### Routing congestion

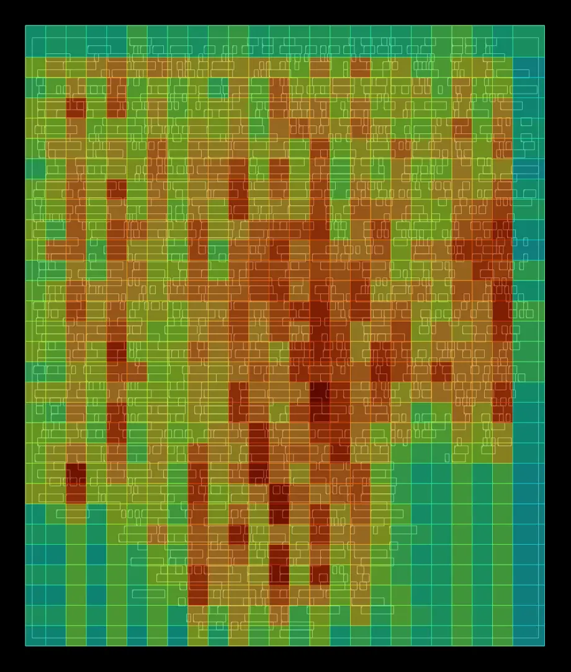
### Cells colored by class

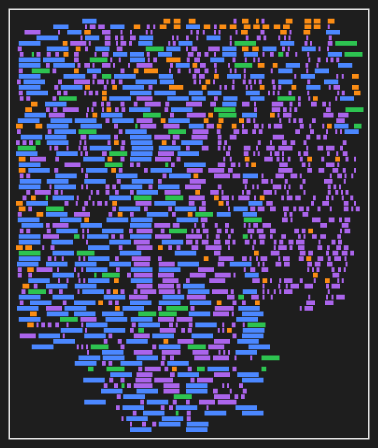
### Cells by drive strength

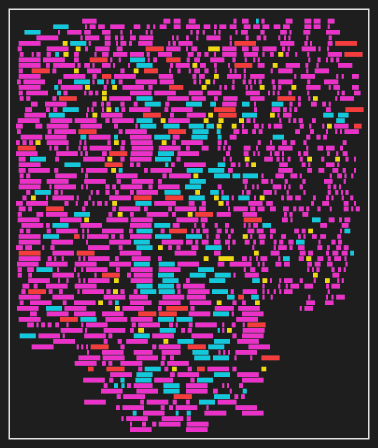
### Where the registers sit

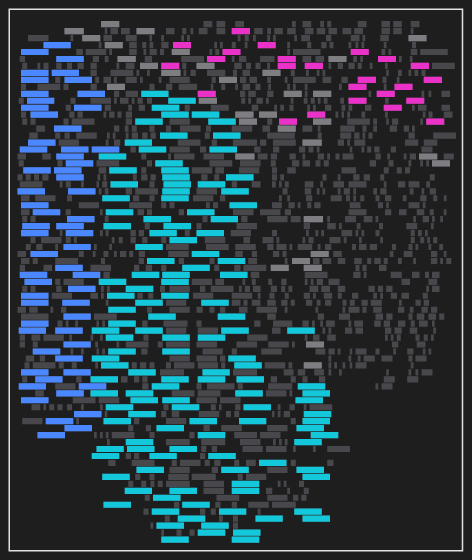
File: src/rtl/core_pipe_pkg.sv
// Shared definitions for core_pipe: opcodes, instruction field positions, flag indices
// and the execute-stage ALU function.
package core_pipe_pkg;

  localparam logic [3:0] OP_NOP = 4'd0;
  localparam logic [3:0] OP_ADD = 4'd1;
  localparam logic [3:0] OP_SUB = 4'd2;
  localparam logic [3:0] OP_AND = 4'd3;
  localparam logic [3:0] OP_OR  = 4'd4;
  localparam logic [3:0] OP_XOR = 4'd5;
  localparam logic [3:0] OP_SHL = 4'd6;
  localparam logic [3:0] OP_SHR = 4'd7;
  localparam logic [3:0] OP_LDI = 4'd8;
  localparam logic [3:0] OP_MOV = 4'd9;

  localparam int unsigned OP_LSB  = 28;
  localparam int unsigned RD_LSB  = 24;
  localparam int unsigned RS0_LSB = 20;
  localparam int unsigned RS1_LSB = 16;
  localparam int unsigned IMM_LSB = 0;

  localparam int unsigned FLAG_C = 0;
  localparam int unsigned FLAG_Z = 1;
  localparam int unsigned FLAG_N = 2;
  localparam int unsigned FLAG_V = 3;

  typedef struct packed {
    logic [15:0] result;
    logic [3:0]  flags;
  } alu_out_t;

  // Operates at the widest supported size; width masks everything down to the data width.
  function automatic alu_out_t alu_compute(input logic [3:0]  op,
                                           input logic [15:0] a,
                                           input logic [15:0] b,
                                           input logic [15:0] imm,
                                           input int unsigned width);
    alu_out_t    out;
    logic [16:0] mask, msb, ea, eb, r;
    logic        c, v, sa, sb, sr;
    mask = (17'd1 << width) - 17'd1;
    msb  = 17'd1 << (width - 1);
    ea   = {1'b0, a} & mask;
    eb   = {1'b0, b} & mask;
    sa   = |(ea & msb);
    sb   = |(eb & msb);
    r    = '0;
    c    = 1'b0;
    v    = 1'b0;
    case (op)
      OP_ADD: begin
        r = ea + eb;
        c = |(r & (17'd1 << width));
        r = r & mask;
      end
      OP_SUB: begin
        r = (ea - eb) & mask;
        c = ea < eb;
      end
      OP_AND: r = ea & eb;
      OP_OR:  r = ea | eb;
      OP_XOR: r = ea ^ eb;
      OP_SHL: begin
        r = (ea << 1) & mask;
        c = sa;
      end
      OP_SHR: begin
        r = ea >> 1;
        c = ea[0];
      end
      OP_LDI: r = {1'b0, imm} & mask;
      OP_MOV: r = ea;
      default: r = '0;
    endcase
    sr = |(r & msb);
    if (op == OP_ADD) v = (sa == sb) && (sr != sa);
    else if (op == OP_SUB) v = (sa != sb) && (sr != sa);
    out.result        = 16'(r);
    out.flags[FLAG_C] = c;
    out.flags[FLAG_Z] = (r == '0);
    out.flags[FLAG_N] = sr;
    out.flags[FLAG_V] = v;
    return out;
  endfunction

endpackage

File: src/rtl/sync_fifo.sv
// Synchronous FIFO with wrap-bit pointers; a push is accepted while full if a pop
// happens in the same cycle.
module sync_fifo #(
  parameter int unsigned WIDTH = 8,
  parameter int unsigned DEPTH = 4
) (
  input  logic             i_clk,
  input  logic             i_rst,
  input  logic             i_push,
  input  logic [WIDTH-1:0] i_data,
  input  logic             i_pop,
  output logic [WIDTH-1:0] o_data,
  output logic             o_full,
  output logic             o_empty
);

  localparam int unsigned AW = $clog2(DEPTH);

  logic [WIDTH-1:0] r_mem [DEPTH];
  logic [AW:0]      r_wr, r_rd;
  logic             w_do_pop, w_do_push;

  assign o_empty   = (r_wr == r_rd);
  assign o_full    = (r_wr[AW] != r_rd[AW]) && (r_wr[AW-1:0] == r_rd[AW-1:0]);
  assign o_data    = r_mem[r_rd[AW-1:0]];
  assign w_do_pop  = i_pop && !o_empty;
  assign w_do_push = i_push && (!o_full || w_do_pop);

  always_ff @(posedge i_clk) begin
    if (i_rst) begin
      r_wr <= '0;
      r_rd <= '0;
      for (int i = 0; i < DEPTH; i++) r_mem[i] <= '0;
    end else begin
      if (w_do_push) begin
        r_mem[r_wr[AW-1:0]] <= i_data;
        r_wr                <= r_wr + 1'b1;
      end
      if (w_do_pop) r_rd <= r_rd + 1'b1;
    end
  end

endmodule

File: src/rtl/core_pipe.sv
// Two-stage (decode/read, execute) pipelined core with full forwarding from the execute
// stage and a result FIFO that absorbs consumer backpressure.
module core_pipe
  import core_pipe_pkg::*;
#(
  parameter int unsigned DATA_WIDTH = 8,
  parameter int unsigned REG_COUNT  = 16,
  parameter int unsigned FIFO_DEPTH = 4
) (
  input  logic                  i_CLK,
  input  logic                  i_RST,
  input  logic [31:0]           i_instr,
  input  logic                  i_valid,
  output logic                  o_ready,
  output logic [DATA_WIDTH-1:0] o_data,
  output logic [3:0]            o_flags,
  output logic [3:0]            o_rd,
  output logic                  o_valid,
  input  logic                  i_ready,
  output logic                  o_illegal,
  output logic                  o_idle
);

  localparam int unsigned RW = $clog2(REG_COUNT);
  localparam int unsigned FW = DATA_WIDTH + 8;

  logic                  r_a_valid;
  logic [31:0]           r_a_instr;
  logic                  r_b_valid;
  logic [DATA_WIDTH-1:0] r_b_result;
  logic [3:0]            r_b_flags;
  logic [RW-1:0]         r_b_rd;
  logic [DATA_WIDTH-1:0] r_regs [REG_COUNT];
  logic                  r_illegal;

  logic [3:0]            w_op;
  logic [RW-1:0]         w_rd, w_rs0, w_rs1;
  logic [15:0]           w_imm;
  logic [DATA_WIDTH-1:0] w_opa, w_opb;
  alu_out_t              w_alu;
  logic                  w_a_writes, w_a_adv, w_b_fire, w_accept;
  logic                  w_full, w_empty;
  logic [FW-1:0]         w_fifo_in, w_fifo_out;

  assign w_op  = r_a_instr[OP_LSB +: 4];
  assign w_rd  = r_a_instr[RD_LSB +: RW];
  assign w_rs0 = r_a_instr[RS0_LSB +: RW];
  assign w_rs1 = r_a_instr[RS1_LSB +: RW];
  assign w_imm = r_a_instr[IMM_LSB +: 16];

  // Stage B is always younger-written than the register file, so it wins on a match.
  assign w_opa = (r_b_valid && r_b_rd == w_rs0 && w_rs0 != '0) ? r_b_result : r_regs[w_rs0];
  assign w_opb = (r_b_valid && r_b_rd == w_rs1 && w_rs1 != '0) ? r_b_result : r_regs[w_rs1];
  assign w_alu = alu_compute(w_op, 16'(w_opa), 16'(w_opb), w_imm, DATA_WIDTH);

  assign w_a_writes = (w_op != OP_NOP) && (w_op <= OP_MOV);
  assign w_b_fire   = r_b_valid && (!w_full || i_ready);
  assign w_a_adv    = r_a_valid && (!r_b_valid || w_b_fire);
  assign o_ready    = !i_RST && (!r_a_valid || w_a_adv);
  assign w_accept   = i_valid && o_ready;

  assign w_fifo_in = {4'(r_b_rd), r_b_flags, r_b_result};
  assign o_rd      = w_fifo_out[FW-1 -: 4];
  assign o_flags   = w_fifo_out[DATA_WIDTH +: 4];
  assign o_data    = w_fifo_out[DATA_WIDTH-1:0];
  assign o_valid   = !w_empty;
  assign o_illegal = r_illegal;
  assign o_idle    = !r_a_valid && !r_b_valid && w_empty;

  sync_fifo #(
    .WIDTH (FW),
    .DEPTH (FIFO_DEPTH)
  ) u_fifo (
    .i_clk   (i_CLK),
    .i_rst   (i_RST),
    .i_push  (w_b_fire),
    .i_data  (w_fifo_in),
    .i_pop   (i_ready),
    .o_data  (w_fifo_out),
    .o_full  (w_full),
    .o_empty (w_empty)
  );

  always_ff @(posedge i_CLK) begin
    if (i_RST) begin
      r_a_valid  <= 1'b0;
      r_a_instr  <= '0;
      r_b_valid  <= 1'b0;
      r_b_result <= '0;
      r_b_flags  <= '0;
      r_b_rd     <= '0;
      r_illegal  <= 1'b0;
      for (int i = 0; i < REG_COUNT; i++) r_regs[i] <= '0;
    end else begin
      if (w_accept) begin
        r_a_valid <= 1'b1;
        r_a_instr <= i_instr;
      end else if (w_a_adv) begin
        r_a_valid <= 1'b0;
      end
      if (w_accept && i_instr[OP_LSB +: 4] > OP_MOV) r_illegal <= 1'b1;
      // NOP and illegal opcodes leave B empty, so they never reach the FIFO.
      if (w_a_adv) begin
        r_b_valid  <= w_a_writes;
        r_b_result <= DATA_WIDTH'(w_alu.result);
        r_b_flags  <= w_alu.flags;
        r_b_rd     <= w_rd;
      end else if (w_b_fire) begin
        r_b_valid <= 1'b0;
      end
      if (w_b_fire && r_b_rd != '0) r_regs[r_b_rd] <= r_b_result;
    end
  end

endmodule

File: config.mk
export PLATFORM = sky130hd
export DESIGN_NAME = core_pipe
export DESIGN_NICKNAME = d
export VERILOG_FILES = /design/src/rtl/core_pipe_pkg.sv /design/src/rtl/sync_fifo.sv /design/src/rtl/core_pipe.sv
export SDC_FILE = /design/constraint.sdc
export NUM_CORES = 1
export LEC_CHECK = 0
export CAP_MARGIN = 5
export CELL_PAD_IN_SITES_DETAIL_PLACEMENT = 1
export CELL_PAD_IN_SITES_GLOBAL_PLACEMENT = 2
export CORE_ASPECT_RATIO = 1.2
export CORE_MARGIN = 2
export CORE_UTILIZATION = 38
export CTS_CLUSTER_DIAMETER = 50
export DETAILED_ROUTE_END_ITERATION = 10
export PLACE_DENSITY_LB_ADDON = 0.3
export SLEW_MARGIN = 40
export SYNTH_ARGS = -nofsm -noshare
export SYNTH_HDL_FRONTEND = slang
export SYNTH_SLANG_ARGS = --single-unit
File: constraint.sdc
create_clock -name i_CLK -period 5 [get_ports i_CLK]
set_clock_uncertainty 0.1 [all_clocks]
set_input_delay 0.75 -clock i_CLK [delete_from_list [all_inputs] [get_ports i_CLK]]
set_output_delay 0.75 -clock i_CLK [all_outputs]
set_load 0.01 [all_outputs]
==> Slide: Implementation Results <==
Flow Results at a Glance

Setup path
  • CP Cell Sequence: buf_4 -> mux4_2 -> mux4_2 -> mux2_2 -> ha_1 -> inv_1 -> a21oi_1 -> nor4_1 -> a2111oi_0 -> o311ai_1 -> o31ai_1 -> nor2_1 -> o32ai_2
  • Slowest CP cell: mux4_2
  • Crit path DRT: 5.37 ns
  • Crit path capture: r_b_flags[1]
  • Crit path kind: reg -> reg
  • Crit. path cell count: 13
  • Slowest stage delay, CP: between 0.5 and 0.6 ns
  • Crit path capture type: register

GRT
  • Largest net degree at the start of global routing: 34
  • Gr ovfl total: 0
  • Initial antenna violation count: 0

Flow run
  • Max-Cap Viols: 0
  • Tool warnings: ~49

CTS
  • Clock transition at path regs: about 0.060 ns
  • Postcts setup bufs: 0
  • Post-CTS sizing: 0
  • TritonCTS Buffers: 31
  • Clk ins delay skew pair: 0.56 ns
  • CTS sink count: 246

Placed design
  • Placed Area: about 0.015 mm2
  • DP Worst Slack: ~0.43 ns
  • RePlAce Congestion: 0.858

Min path
  • Hold depth: 2

Floorplan
  • Chip area: about 0.037 mm2
  • Row Count: around 75
  • Height of the die: ~210 um
  • FP Util: 38.6%
  • Well Taps: between 400 and 500
  • Core ar.: 0.0351 mm2

Final timing
  • Final WS setup: 0.307 ns
  • Pin slew with the least headroom to its limit: 0.885 ns
  • Worst hold slack: about 0.36 ns
  • Unrepaired setup endpoints after global routing: false
  • Final setup fails: 0
  • Pins over their slew limit: 0
  • Hold Fails Final Rpt: 0

Finish
  • ClkCell Share: 6.97%
  • Regs by FF count: r_regs: 128 flops, u_fifo.r_mem: 60 flops, r_a_instr: 24 flops
  • Final-layout clock buffer total: 39
  • Fillers: 3711
  • Area-dominant class: sequential cells
  • Non-clock buffering overhead: roughly 6.3%
  • Flop share of the area: a little over two fifths
  • Post-route cell area: 0.0159 mm2
  • Comb gates: between 700 and 800
  • Logic area: around 0.0063 mm2
  • Logic inverters: 35
  • Antenna Cells: 0
  • Synth-to-Final Area Change: 17.2%
  • Util after Layout: 45.3%

Yosys
  • Cells after Synth: ~1100
  • Sequential fraction of the synthesis area: ~50%
  • Synth warn: 0
  • Synth Cell Area: 0.0136 mm2
  • Yosys adder share: about 2.6%
  • Synth cell count leaders: 188 x edfxtp_1, 151 x and2_1, 125 x nand2_1
  • Mux frac, synth: 16.6%
  • Dominant cell type by area after synthesis: edfxtp_1
  • XORs/XNORs by Area: less than 1%

Routing
  • M1 WL: approximately 18000 um
  • Starting DRT DRC Count: ~570
  • WL met3: 1610 um
  • Via/cell ratio: between 5 and 6
  • Routed wl met2: about 22000 um
  • Post-DRT Antenna Nets: 0

Pwr
  • Clk pwr: 2.40 mW
  • Logic pwr share: roughly 18%
  • P_int: between 4 and 5 mW
  • Flop+latch power: about 2.4 mW
  • Clock share of power: between 40% and 50%
  • Comb group: approximately 1 mW
  • Main power group: clock
  • Pwr Total: ~5.8 mW
  • Sequential power share: 41.0%

Run status
  • Outcome: finished, final reports clean
-- 'Routing congestion' (at the start) --
gr busiest metal: met2
Wirelength per Cell: 24.9 um
met1 Use GR: 29.4%

-- 'Cells colored by class' (at the start) --
legend:
  blue:
    class: registers
    cells: 246
    share_of_their_area: 44%
  green:
    class: clock drivers and dummy loads
    cells: 56
    share_of_their_area: 7.2%
  purple:
    class: remaining logic cells
    cells: 815
    share_of_their_area: 42%
  orange:
    class: remaining buffers and delay cells
    cells: 113
    share_of_their_area: 6.5%

-- 'Cells by drive strength' (at the start) --
legend:
  magenta:
    size: x1 and smaller
    cells: 989
    share: 80%
  red:
    size: x6 and larger
    cells: 47
    share: 3.8%
  cyan:
    size: x2
    cells: 124
    share: 10%
  yellow:
    size: x3 and x4
    cells: 70
    share: 5.7%

-- 'Where the registers sit' (at the start) --
legend:
  magenta:
    name_in_the_netlist: r_a_instr
    flops: 24
  cyan:
    name_in_the_netlist: r_regs
    flops: 128
  blue:
    name_in_the_netlist: u_fifo.r_mem
    flops: 60

==> cells in the final DEF, fill, tap and decap left out, drive strengths merged, types with 7 or more instances in the layout <==
cell and instances:
a21oi 39, clkdlybuf4s50 46, nand2 125, conb 8, or2 16, inv 40, a211oi 13, dfxtp 58
o21ai 44, edfxtp 188, ha 25, mux2 7, a22oi 12, nor2 79, and2 151, nor4 8
nand2b 9, xnor2 11, mux4 86, mux2i 19, nand3 12, buf 67, clkbuf 39, nor3 23
==> worst reg2reg max path, stage by stage (launching register included) <==
cell and delay (ns):
dfxtp_2 0.49, buf_4 0.22, mux4_2 0.59, mux4_2 0.55
mux2_2 0.32, ha_1 0.37, inv_1 0.10, a21oi_1 0.36
nor4_1 0.12, a2111oi_0 0.56, o311ai_1 0.19, o31ai_1 0.18
nor2_1 0.18, o32ai_2 0.28
Power figures rest on the tool's default switching activity, not on a simulated workload.
